### Met3 routing

The bar under the picture is 100 um long. Cells faint in the background.
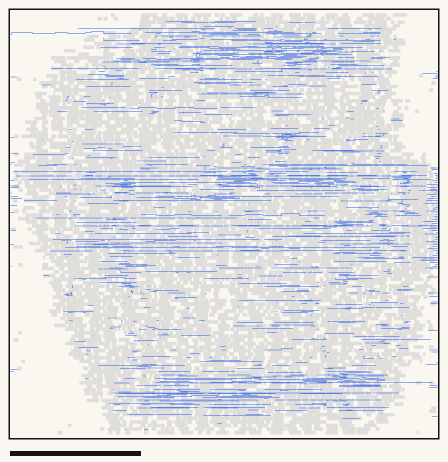
### Met1 routing

The bar under the picture is 100 um long. Supply wires on this layer in grey.
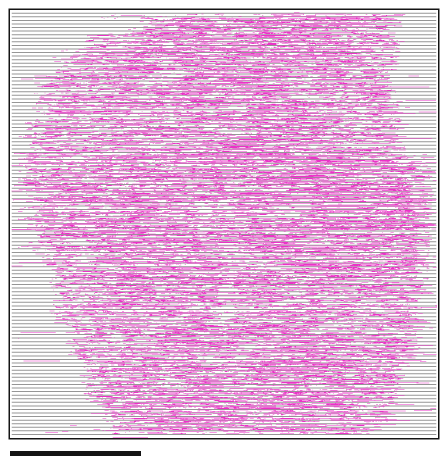
File: src/rtl/regfile_mp_sb.sv
// regfile_mp_sb
// Multi-read-port integer register file with a per-register pending-write
// scoreboard. It is used by the kamus-v decode/issue stage.
//
// Parameters
//   XLEN     : data width
//   NUM_REGS : architectural register count (power of 2); x0 reads as zero
//   NUM_RD   : number of read ports
//   AW       : derived address width
//
// Ports
//   clk_i, rst_ni     : clock (rising edge), asynchronous active-low reset
//   rd_en_i[p]        : read enable of port p
//   rd_addr_i         : port p address at [p*AW +: AW]
//   rd_data_o         : port p data at [p*XLEN +: XLEN]; registered, 1-cycle latency
//   rd_busy_o[p]      : busy flag of the register read on port p
//   wr_en_i/addr/data : writeback; clears the busy bit of the target register
//   iss_en_i/addr     : issue; sets the busy bit of the destination register
//   busy_vec_o        : the whole scoreboard, straight from the flops
//
// Build option
//   REGFILE_BYPASS_EN : when defined, a read that hits the register being
//                       written in the same cycle returns the new data. It
//                       also returns the post-edge busy bit.
module regfile_mp_sb #(
  parameter  int XLEN     = 32,
  parameter  int NUM_REGS = 32,
  parameter  int NUM_RD   = 2,
  localparam int AW       = $clog2(NUM_REGS)
) (
  input  logic                   clk_i,
  input  logic                   rst_ni,
  input  logic [NUM_RD-1:0]      rd_en_i,
  input  logic [NUM_RD*AW-1:0]   rd_addr_i,
  output logic [NUM_RD*XLEN-1:0] rd_data_o,
  output logic [NUM_RD-1:0]      rd_busy_o,
  input  logic                   wr_en_i,
  input  logic [AW-1:0]          wr_addr_i,
  input  logic [XLEN-1:0]        wr_data_i,
  input  logic                   iss_en_i,
  input  logic [AW-1:0]          iss_addr_i,
  output logic [NUM_REGS-1:0]    busy_vec_o
);

  logic [XLEN-1:0]     regs_reg [NUM_REGS];
  logic [NUM_REGS-1:0] busy_reg;
  logic [NUM_REGS-1:0] busy_next;
  logic                wr_act;

  // x0 is never written, so regs_reg[0] stays at its reset value of zero.
  assign wr_act = wr_en_i && (wr_addr_i != '0);

  always_ff @(posedge clk_i or negedge rst_ni) begin
    if (!rst_ni) begin
      for (int i = 0; i < NUM_REGS; i++) begin
        regs_reg[i] <= '0;
      end
    end else if (wr_act) begin
      regs_reg[wr_addr_i] <= wr_data_i;
    end
  end

  // The writeback clear is applied first and the issue set second. This way
  // a new producer issued in the same cycle as the old writeback keeps the
  // register busy.
  always_comb begin
    busy_next = busy_reg;
    if (wr_en_i) begin
      busy_next[wr_addr_i] = 1'b0;
    end
    if (iss_en_i) begin
      busy_next[iss_addr_i] = 1'b1;
    end
    busy_next[0] = 1'b0;
  end

  always_ff @(posedge clk_i or negedge rst_ni) begin
    if (!rst_ni) begin
      busy_reg <= '0;
    end else begin
      busy_reg <= busy_next;
    end
  end

  assign busy_vec_o = busy_reg;

  genvar gi;
  generate
    for (gi = 0; gi < NUM_RD; gi++) begin : g_rd
      logic [AW-1:0]   rd_addr;
      logic [XLEN-1:0] data_reg;
      logic [XLEN-1:0] data_next;
      logic            busy_rd_reg;
      logic            busy_rd_next;

      assign rd_addr = rd_addr_i[gi*AW +: AW];

      always_comb begin
`ifdef REGFILE_BYPASS_EN
        // busy_next already combines this cycle's writeback clear and issue
        // set. That makes it the post-edge busy value the reader should see.
        data_next    = (wr_act && (wr_addr_i == rd_addr)) ? wr_data_i : regs_reg[rd_addr];
        busy_rd_next = busy_next[rd_addr];
`else
        data_next    = regs_reg[rd_addr];
        busy_rd_next = busy_reg[rd_addr];
`endif
        if (rd_addr == '0) begin
          data_next    = '0;
          busy_rd_next = 1'b0;
        end
      end

      always_ff @(posedge clk_i or negedge rst_ni) begin
        if (!rst_ni) begin
          data_reg    <= '0;
          busy_rd_reg <= 1'b0;
        end else if (rd_en_i[gi]) begin
          data_reg    <= data_next;
          busy_rd_reg <= busy_rd_next;
        end
      end

      assign rd_data_o[gi*XLEN +: XLEN] = data_reg;
      assign rd_busy_o[gi]              = busy_rd_reg;
    end
  endgenerate

endmodule
File: config.mk
export PLATFORM = sky130hd
export DESIGN_NAME = regfile_mp_sb
export DESIGN_NICKNAME = d
export VERILOG_FILES = /design/src/rtl/regfile_mp_sb.sv
export SDC_FILE = /design/constraint.sdc
export NUM_CORES = 2
export LEC_CHECK = 0
export CORE_UTILIZATION = 56
export CTS_CLUSTER_DIAMETER = 100
export DETAILED_ROUTE_END_ITERATION = 8
export PLACE_DENSITY = 0.75
export REMOVE_ABC_BUFFERS = 1
export SYNTH_ARGS = -nofsm -noshare
export SYNTH_HDL_FRONTEND = slang
export SYNTH_SLANG_ARGS = --single-unit
File: constraint.sdc
create_clock -name clk_i -period 2 [get_ports clk_i]
set_input_delay 0.5 -clock clk_i [delete_from_list [all_inputs] [get_ports clk_i]]
set_output_delay 0.5 -clock clk_i [all_outputs]
set_load 0.005 [all_outputs]
==> run_results.csv <==
group,metric,value,unit
worst_setup_path,cp-startpoint,"g_rd[1].data_reg[15]",
timing,setup_violations,0,
timing,tns,0,ps
grt,grt_first_pass_wirelength,270000,um
clock_network,cts-root-buf,"clkbuf_16",
layout,bufAreaShareNonClock,10.4,%
timing,fmax,505,MHz
die,core_area,104000,um^2
worst_setup_path,crit_required,1500,ps
run_status,status,"completed",
yosys,common_cells,"dfrtp_1 (1121), mux2_2 (1052), mux4_2 (457), clkbuf_1 (227), mux2i_1 (202)",
yosys,ys_sh_mux,41.3,%
clock_network,holdBufCountCts,1,
clock_network,cts_resized,111,
die,ios,156,
timing,fin_skew,21.9,ps
yosys,ys_area,58800,um^2
route,remaining_drc_errors,0,
layout,n_clock_buffer,165,
yosys,synth.cellmix.simpleShare,1.95,%
yosys,area_leaders,"dfrtp_1 (48%), mux2_2 (20%), mux4_2 (17%)",
route,dr.max_layer_used,"met5",
timing,fin_crit,1980,ps
min_path,hold_class,"input pin to flop",
timing,hold_violations,0,
layout,layout.cells.non_filler,5728,
worst_setup_path,arrival,1480,ps
die,chipWidth,326,um
clock_network,clk_pin_slew_worst_paths,70,ps
grt,grt_pass1_vias,41300,
power_and_ir_drop,power_density,955,nW/um^2
worst_setup_path,crit_type,"flop to output pin",
yosys,postSynthSeqShare,47.7,%
grt,antenna_found_initial,3,
route,via_count,39400,
layout,inv_count,4,
min_path,hold_path_depth,4,
worst_setup_path,crit_end,"rd_data_o[47]",
layout,largest_reg_flops,1024,
layout,n_sequential_cell,1121,
placement,dp_hpwl,118000,um
clock_network,clock_tree.buffer_depth,3,
yosys,synth_flop_count,1121,
timing,finalCritPeriodShare,99.1,%
layout,finalInstanceArea,69500,um^2
placement,routabilityCongestion,0.916,
placement,dp_cells,5485,
layout,drive_gt1_share,51.7,%
route,ant_nets,0,
yosys,synthAoiAreaFrac,5.17,%
yosys,synth_cell_types,43,
worst_setup_path,cp_slowest_stage_delay,470,ps
grt,grt.busiest_layer,"met2",
route,dr.pass1.iters,5,
yosys,synth-async-reset-ratio,100,%
yosys,ys_warn_count,0,
yosys,syn_area,58800,um^2
layout,num-multi-input-gates,2381,
route,drtIter0Drc,4065,
worst_setup_path,crit_path_end_kind,"output pin",
job,cap_violations,0,
worst_setup_path,startpoint_type,"flop",
layout,logic_area,28700,um^2
route,drt-wirelength-per-cell,31.0,um
power_and_ir_drop,p_leak,30.7,nW
timing,relSlewSlack,60.0,%
die,fp.dieH,326,um
clock_network,cts_tree,"built",
placement,io_buffers,154,
layout,nNonClkBuffers,632,
route,route.met2.wl,83100,um
worst_setup_path,cp.depth,1,
grt,met2_usage,52.7,%
route,via_per_inst,6.88,
## Picture notes: 'Met3 routing'
share of all routed wire	9.5%
nets with wire on the layer	556
WL final: 178000 um
M3 GR Usage: 8.62%

## Picture notes: 'Met1 routing'
wire length on this layer	70.6 mm
nets with wire on the layer	4057
share of all routed wire	40%
main direction	horizontal
longest straight run	92.5 um

[logic make-up (layout without fill, tap and decap cells)]
logic type,after synthesis,in the layout
AOI/OAI and AO/OA,443,443
buffers and inverters,442,845
DFF,1121,1121
muxes,1720,1720
other,1,2
and+or+nand+nor,217,217
[placed cells by master, fill, tap and decap left out, types with 68 or more instances in the layout]
cell and count:
o22ai_1 70, mux2i_1 202, nand2_1 68, dlygate4sd2_1 95, dfrtp_1 1111, clkbuf_16 115
buf_4 302, mux4_2 457, buf_12 175, mux2_2 1052
[power by group]
part | leakage [nW] | switching [W] | internal [W] | total, W
Sequential | 14.3 | 0.00332 | 0.0270 | 0.0303
Clock | 1.89 | 0.00927 | 0.0126 | 0.0218
Combinational | 14.4 | 0.00551 | 0.00872 | 0.0142
Total | 30.7 | 0.0181 | 0.0483 | 0.0664
Power is estimated from default activity; no workload was simulated.
